File: src/rtl/mem_pkg.sv
// Shared op encodings and FSM state type for sync_memory_ctrl.
package mem_pkg;
  localparam logic [1:0] OP_READ  = 2'b00;
  localparam logic [1:0] OP_WRITE = 2'b01;
  localparam logic [1:0] OP_CLEAR = 2'b10;
  localparam logic [1:0] OP_RSVD  = 2'b11;

  typedef enum logic [1:0] {
    IDLE  = 2'd0,
    RESP  = 2'd1,
    CLEAR = 2'd2
  } state_t;
endpackage

File: src/rtl/sync_mem_word.sv
// One storage word with sync reset, clear and write enable.
// With MEM_PARITY_EN defined, also holds a parity bit supplied by the parent.
module sync_mem_word #(
  parameter int WIDTH = 8
) (
  input  logic             clk,
  input  logic             rst_n,
  input  logic             i_we,
  input  logic             i_clr,
  input  logic [WIDTH-1:0] i_wdata,
`ifdef MEM_PARITY_EN
  input  logic             i_par,
  output logic             o_par,
`endif
  output logic [WIDTH-1:0] o_q
);
  logic [WIDTH-1:0] r_q;

  always_ff @(posedge clk) begin
    if (!rst_n)     r_q <= '0;
    else if (i_clr) r_q <= '0;
    else if (i_we)  r_q <= i_wdata;
  end

`ifdef MEM_PARITY_EN
  logic r_par;
  // A cleared word is all zeros, so parity 0 is consistent with it.
  always_ff @(posedge clk) begin
    if (!rst_n)     r_par <= 1'b0;
    else if (i_clr) r_par <= 1'b0;
    else if (i_we)  r_par <= i_par;
  end
  assign o_par = r_par;
`endif

  assign o_q = r_q;
endmodule

File: src/rtl/sync_memory_ctrl.sv
// DEPTH x WIDTH register memory behind valid/ready request and response channels.
// Optional per-word even parity with error injection under MEM_PARITY_EN.
module sync_memory_ctrl
  import mem_pkg::*;
#(
  parameter  int WIDTH = 8,
  parameter  int DEPTH = 8,
  localparam int AW    = $clog2(DEPTH)
) (
  input  logic                   clk,
  input  logic                   rst_n,
`ifdef MEM_PARITY_EN
  input  logic                   par_inject,
`endif
  input  logic                   req_valid,
  output logic                   req_ready,
  input  logic [1:0]             req_op,
  input  logic [AW-1:0]          req_addr,
  input  logic [WIDTH-1:0]       req_wdata,
  output logic                   rsp_valid,
  input  logic                   rsp_ready,
  output logic [WIDTH-1:0]       rsp_rdata,
  output logic                   rsp_err,
  output logic                   busy,
  output logic [DEPTH*WIDTH-1:0] stored_value
);
  state_t           r_state, w_state_nx;
  logic [AW-1:0]    r_cnt;
  logic [WIDTH-1:0] r_rdata, w_rdata_nx;
  logic             r_err, w_err_nx;

  logic             w_accept, w_addr_ok, w_cnt_last, w_par_bad;
  logic [WIDTH-1:0] w_rd_word;
  logic [DEPTH-1:0] w_we, w_clr;
  logic [WIDTH-1:0] w_q [DEPTH];

  assign req_ready  = (r_state == IDLE);
  assign rsp_valid  = (r_state == RESP);
  assign busy       = (r_state == CLEAR);
  assign rsp_rdata  = r_rdata;
  assign rsp_err    = r_err;

  assign w_accept   = req_valid && req_ready;
  // DEPTH need not be a power of two, so the top addresses may be unmapped.
  assign w_addr_ok  = (32'(req_addr) < 32'(DEPTH));
  assign w_cnt_last = (r_cnt == AW'(DEPTH-1));

`ifdef MEM_PARITY_EN
  logic w_par_in;
  logic w_par [DEPTH];
  logic w_rd_par;
  assign w_par_in = (^req_wdata) ^ par_inject;
`endif

  for (genvar j = 0; j < DEPTH; j++) begin : g_word
    assign w_we[j]  = w_accept && (req_op == OP_WRITE) && w_addr_ok && (req_addr == AW'(j));
    assign w_clr[j] = (r_state == CLEAR) && (r_cnt == AW'(j));

    sync_mem_word #(.WIDTH(WIDTH)) u_word (
      .clk     (clk),
      .rst_n   (rst_n),
      .i_we    (w_we[j]),
      .i_clr   (w_clr[j]),
      .i_wdata (req_wdata),
`ifdef MEM_PARITY_EN
      .i_par   (w_par_in),
      .o_par   (w_par[j]),
`endif
      .o_q     (w_q[j])
    );

    assign stored_value[j*WIDTH +: WIDTH] = w_q[j];
  end

  always_comb begin
    w_rd_word = '0;
`ifdef MEM_PARITY_EN
    w_rd_par  = 1'b0;
`endif
    for (int j = 0; j < DEPTH; j++) begin
      if (req_addr == AW'(j)) begin
        w_rd_word = w_q[j];
`ifdef MEM_PARITY_EN
        w_rd_par  = w_par[j];
`endif
      end
    end
  end

`ifdef MEM_PARITY_EN
  assign w_par_bad = (^w_rd_word) != w_rd_par;
`else
  assign w_par_bad = 1'b0;
`endif

  always_ff @(posedge clk) begin
    if (!rst_n) r_state <= IDLE;
    else        r_state <= w_state_nx;
  end

  always_comb begin
    w_state_nx = r_state;
    w_rdata_nx = r_rdata;
    w_err_nx   = r_err;
    case (r_state)
      IDLE: begin
        if (w_accept) begin
          w_state_nx = RESP;
          case (req_op)
            OP_READ: begin
              w_rdata_nx = w_addr_ok ? w_rd_word : '0;
              w_err_nx   = !w_addr_ok || w_par_bad;
            end
            OP_WRITE: begin
              w_rdata_nx = req_wdata;
              w_err_nx   = !w_addr_ok;
            end
            OP_CLEAR: begin
              w_state_nx = CLEAR;
              w_rdata_nx = '0;
              w_err_nx   = 1'b0;
            end
            default: begin
              w_rdata_nx = '0;
              w_err_nx   = 1'b1;
            end
          endcase
        end
      end
      RESP: begin
        if (rsp_ready) w_state_nx = IDLE;
      end
      CLEAR: begin
        if (w_cnt_last) begin
          w_state_nx = RESP;
          w_rdata_nx = '0;
          w_err_nx   = 1'b0;
        end
      end
      default: w_state_nx = IDLE;
    endcase
  end

  always_ff @(posedge clk) begin
    if (!rst_n) begin
      r_rdata <= '0;
      r_err   <= 1'b0;
      r_cnt   <= '0;
    end else begin
      r_rdata <= w_rdata_nx;
      r_err   <= w_err_nx;
      r_cnt   <= ((r_state == CLEAR) && !w_cnt_last) ? r_cnt + 1'b1 : '0;
    end
  end
endmodule

File: config.mk
export PLATFORM = sky130hd
export DESIGN_NAME = sync_memory_ctrl
export DESIGN_NICKNAME = d
export VERILOG_FILES = /design/src/rtl/mem_pkg.sv /design/src/rtl/sync_mem_word.sv /design/src/rtl/sync_memory_ctrl.sv
export SDC_FILE = /design/constraint.sdc
export NUM_CORES = 1
export LEC_CHECK = 0
export ABC_AREA = 0
export CORE_ASPECT_RATIO = 0.7
export CORE_MARGIN = 2
export CORE_UTILIZATION = 51
export CTS_BUF_LIST = sky130_fd_sc_hd__clkbuf_4 sky130_fd_sc_hd__clkbuf_8
export CTS_CLUSTER_SIZE = 8
export DETAILED_ROUTE_END_ITERATION = 16
export PLACE_DENSITY = 0.8
export SLEW_MARGIN = 20
export SYNTH_ARGS = -nofsm -noshare
export SYNTH_HDL_FRONTEND = slang
export SYNTH_HIERARCHICAL = 1
export SYNTH_SLANG_ARGS = --single-unit
export TNS_END_PERCENT = 5
File: constraint.sdc
create_clock -name clk -period 2.8 [get_ports clk]
set_clock_uncertainty 0.2 [all_clocks]
set_input_delay 0.56 -clock clk [delete_from_list [all_inputs] [get_ports clk]]
set_output_delay 0.56 -clock clk [all_outputs]
set_load 0.02 [all_outputs]
==> flow_metrics.py <==
# Generated from Yosys and OpenROAD reports
metrics = {
    "global_routing": {
        "track_usage_pct": 28.2,
        "grt_pass1_vias": 3071,
        "met2_usage_pct": 45.2,
        "grt_busiest_layer": "met2",
        "grt_use_met3_pct": 6.93,
        "overflow": 0,
        "antenna_found_initial": 0,
        "grt_max_degree": 31,
        "grt_pass1_wl_mm": 16.8,
    },
    "power_and_ir_drop": {
        "p_int_w": 0.00158,
        "ir_drop_uv": 291,
        "pwr-share-clk_pct": 36.9,
        "p_sw_share_pct": 26.5,
        "leakage_nw": 1.73,
        "combPwrFrac_pct": 10.5,
        "p_switching_w": 0.000571,
        "pwr_density_cell_mw_per_mm2": 440,
        "pwr-share-seq_pct": 52.7,
    },
    "sta": {
        "relSlewSlack_pct": 58.9,
        "setup_ws_ns": 0.253,
        "setup_tns_ns": 0,
        "final-hold-violation-count": 0,
        "setup_viol": 0,
        "rsz0062_at_grt": "false",
        "timing.final.crit_share_pct": 91.0,
        "drv_slew": 0,
        "finalCriticalPeriod_ns": 2.55,
        "worst_slew_pin_slew_ns": 0.615,
    },
    "yosys": {
        "yosys_area_mm2": 0.00366,
        "ys_sh_xor_pct": 0,
        "syn_inst": 366,
        "common_cells": "83 x nor2_1, 78 x dfxtp_1, 73 x mux2i_1",
        "ys_types": 35,
        "ys.flop_type": "dfxtp_1",
        "netlist_area_mm2": 0.00366,
        "yosysWarnings": 6,
        "synth-seq-cells": 78,
        "logic_family": "multiplexers",
        "area_leaders": "dfxtp_1 43%, mux2i_1 20%, nor2_1 8.5%",
        "fa_ha_area_share_pct": 2.05,
        "synth-async-reset-ratio_pct": 0,
        "compound_area_share_pct": 6.77,
        "syn_nets": 389,
        "top_area_share_pct": 42.7,
        "simple_gate_area_share_pct": 15.7,
        "yosysSeqAreaShare_pct": 42.7,
        "avgSynthCellArea_um2": 9.99,
        "synth-edff-count": 0,
        "muxShareOfSynthArea_pct": 27.1,
        "ys_cells": 366,
        "most_common_cell": "nor2_1",
    },
    "routing": {
        "drtAntennaViolNets": 0,
        "routed_wl_mm": 10.8,
        "dr.first_iter.drc_count": 256,
        "route.detailed.drc": 0,
        "routedWlPerCell_um": 19.1,
        "drt-pass1-iter-count": 5,
        "post_drt_via_cell_ratio": 5.70,
        "num_vias": 3214,
    },
    "die": {
        "fp-utilization_pct": 53.4,
        "coreArea_mm2": 0.00685,
        "dieArea_mm2": 0.00788,
        "die_w_um": 105,
        "die_h_um": 74.9,
        "row_count": 25,
        "io_pins": 93,
    },
    "finish": {
        "final_cell_count_no_fill": 564,
        "post_route_cells_drive_above_1_share_pct": 11.7,
        "fillers": 510,
        "area_delta_synth_final_pct": 33.6,
        "fin_area_mm2": 0.00489,
        "fin_nets": 488,
    },
    "placement": {
        "dp.final_hpwl_mm": 7.87,
        "pre_cts_ws_ns": 0.121,
        "port_buffers": 92,
        "place_congestion": 0.905,
        "dpl.cell_count": 548,
    },
    "critical_path": {
        "critical_path.slowest_cell": "clkdlybuf4s50_1",
        "arrival_ns": 1.79,
        "cp_max_fo": 7,
        "slowest_delay_ns": 0.66,
        "critPathBufInv": 1,
        "crit_chain": "nor2b_1, clkdlybuf4s50_1",
        "path_depth": 2,
        "cp_top_family": "buffers and inverters",
        "cp-end-kind": "output pin",
        "critical_path_class": "register to output pin",
        "rr_worst_depth": 6,
    },
    "worst_hold_path": {
        "min_path_type": "register to register",
        "min_path_cells": 2,
    },
    "clock_network": {
        "clk_path_buf_depth": 2,
        "cts_tree": "yes",
        "htree_levels": 3,
        "postCtsSetupBuffers": 0,
        "clk_pin_slew_ns": 0.08,
        "ctsResizeCount": 0,
        "clk_latency_ns": 0.36,
    },
    "job": {
        "cap_violations": 0,
        "tool_warnings": 30,
    },
    "run_status": {
        "status": "finished clean",
    },
}
metal layers:
metal | part of all wire [%] | routed length (µm)
met4 | 1.2 | 126
met3 | 9.6 | 1030
met1 | 44 | 4690
met5 | 0 | 0
met2 | 46 | 4910
final timing paths:
kind / from / to / slack, ns
max: r_state[1] / busy / 0.25
min: rsp_err / rsp_err / 0.26
max reg2reg: r_cnt[0] / rsp_err / 0.75
min reg2reg: rsp_err / rsp_err / 0.26
logic make-up (layout without fill, tap and decap cells):
family | count (synthesis) | after routing
multiplexers | 88 | 88
adder cells (fa/ha/maj) | 6 | 6
AND/OR/NAND/NOR | 128 | 128
flip-flops | 78 | 78
buffers and inverters | 33 | 137
AND-OR/OR-AND | 33 | 33
layout by cell type (no fill, tap or decap), drive strengths merged, types with 3 or more instances in the layout:
master	netlist	final
nor2b	4	4
nand2	7	7
mux2	7	7
a22o	6	6
o31a	6	6
mux4	8	8
nor2	83	83
and3	7	7
inv	6	7
o21ai	4	4
nand2b	11	11
nor3	6	6
clkbuf	13	11
mux2i	73	73
dfxtp	78	78
clkinv	0	3
clkdlybuf4s50	0	92
a22oi	8	8
ha	6	6
buf	14	23
layout make-up:
type / count / area (µm²) / share of cell area [%]
timing repair buffer: 115 / 1110 / 22.6
tap: 94 / 118 / 2.41
clock buffer: 11 / 145 / 2.97
inverter: 6 / 22.5 / 0.461
multi-input combinational: 255 / 1890 / 38.7
sequential: 78 / 1560 / 32.0
clock inverter: 5 / 42.5 / 0.870
registers in the layout (all words and copies together) (netlist names):
register,flops
r_state,2
g_word.u_word/o_q,64
rsp_rdata,8
r_cnt,3
rsp_err,1
worst register-to-register path, cell delays in order (launching register included):
cell     delay (ns)
dfxtp_1        0.39
ha_1           0.22
ha_1           0.22
mux2i_1        0.08
or2_1          0.35
or3_1          0.39
a21oi_1        0.13
power groups by stage:
stage	sequential [W]	combinational [W]	clock, W
finish	0.00113	0.000225	0.000793
global route	0.00114	0.000237	0.000851
CTS	0.00113	0.000222	0.000803
detailed placement	0.00116	0.000221	0
global placement	0.00116	0.000217	0
floorplan	0.00117	0.000106	0
metrics by stage:
stage               power [W]  hold slack (ns)
floorplan             0.00127            0.233
global placement      0.00138            0.242
detailed placement    0.00138            0.251
CTS                   0.00216            0.263
global route          0.00222            0.292
finish                0.00215            0.257
m2.png
(4 px per µm)
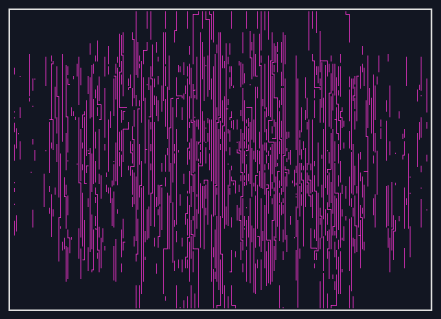
The longest straight run is 40.1 µm. The layer holds 46% of the routed length. The layer carries 4910 µm of wire. The wires run mostly vertical. 416 nets have wire on it.

clock_nets.png
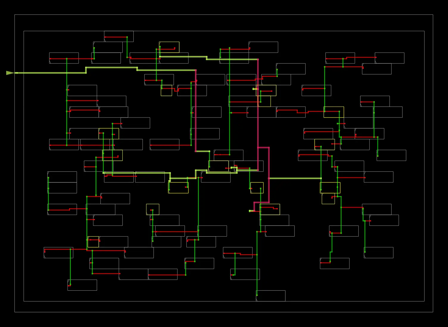
clock buffer count in the final layout: 11
CTS Sinks: 78
Clk power: 0.000793 W

ff_map.png
(4 px per µm)
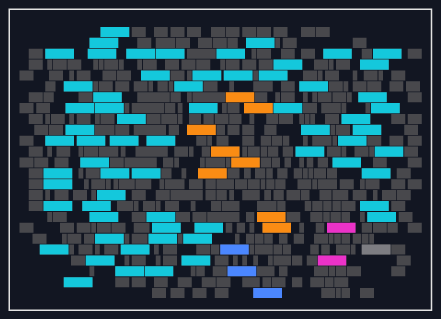
Key: r_state = magenta [flops 2]; r_cnt = blue [flops 3]; g_word.u_word/o_q = cyan [flops 64, where all over the die]; rsp_rdata = orange [flops 8, where centre]
Another 1 sequential cells are not coloured.

util_map.png
(4 px per µm) The die is cut into 11 by 7 equal tiles; black is low, pale yellow is high, 0 to 100% covered.
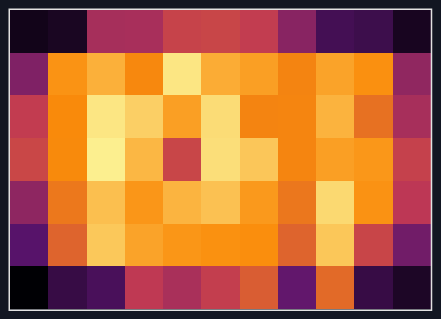
The mean over all tiles is 61%. The densest ninth of the die: centre. 40% of the tiles are over 75% full. The fullest tile reaches 97%. 1.3% of the tiles are nearly empty.

Power is estimated from default activity; no workload was simulated.
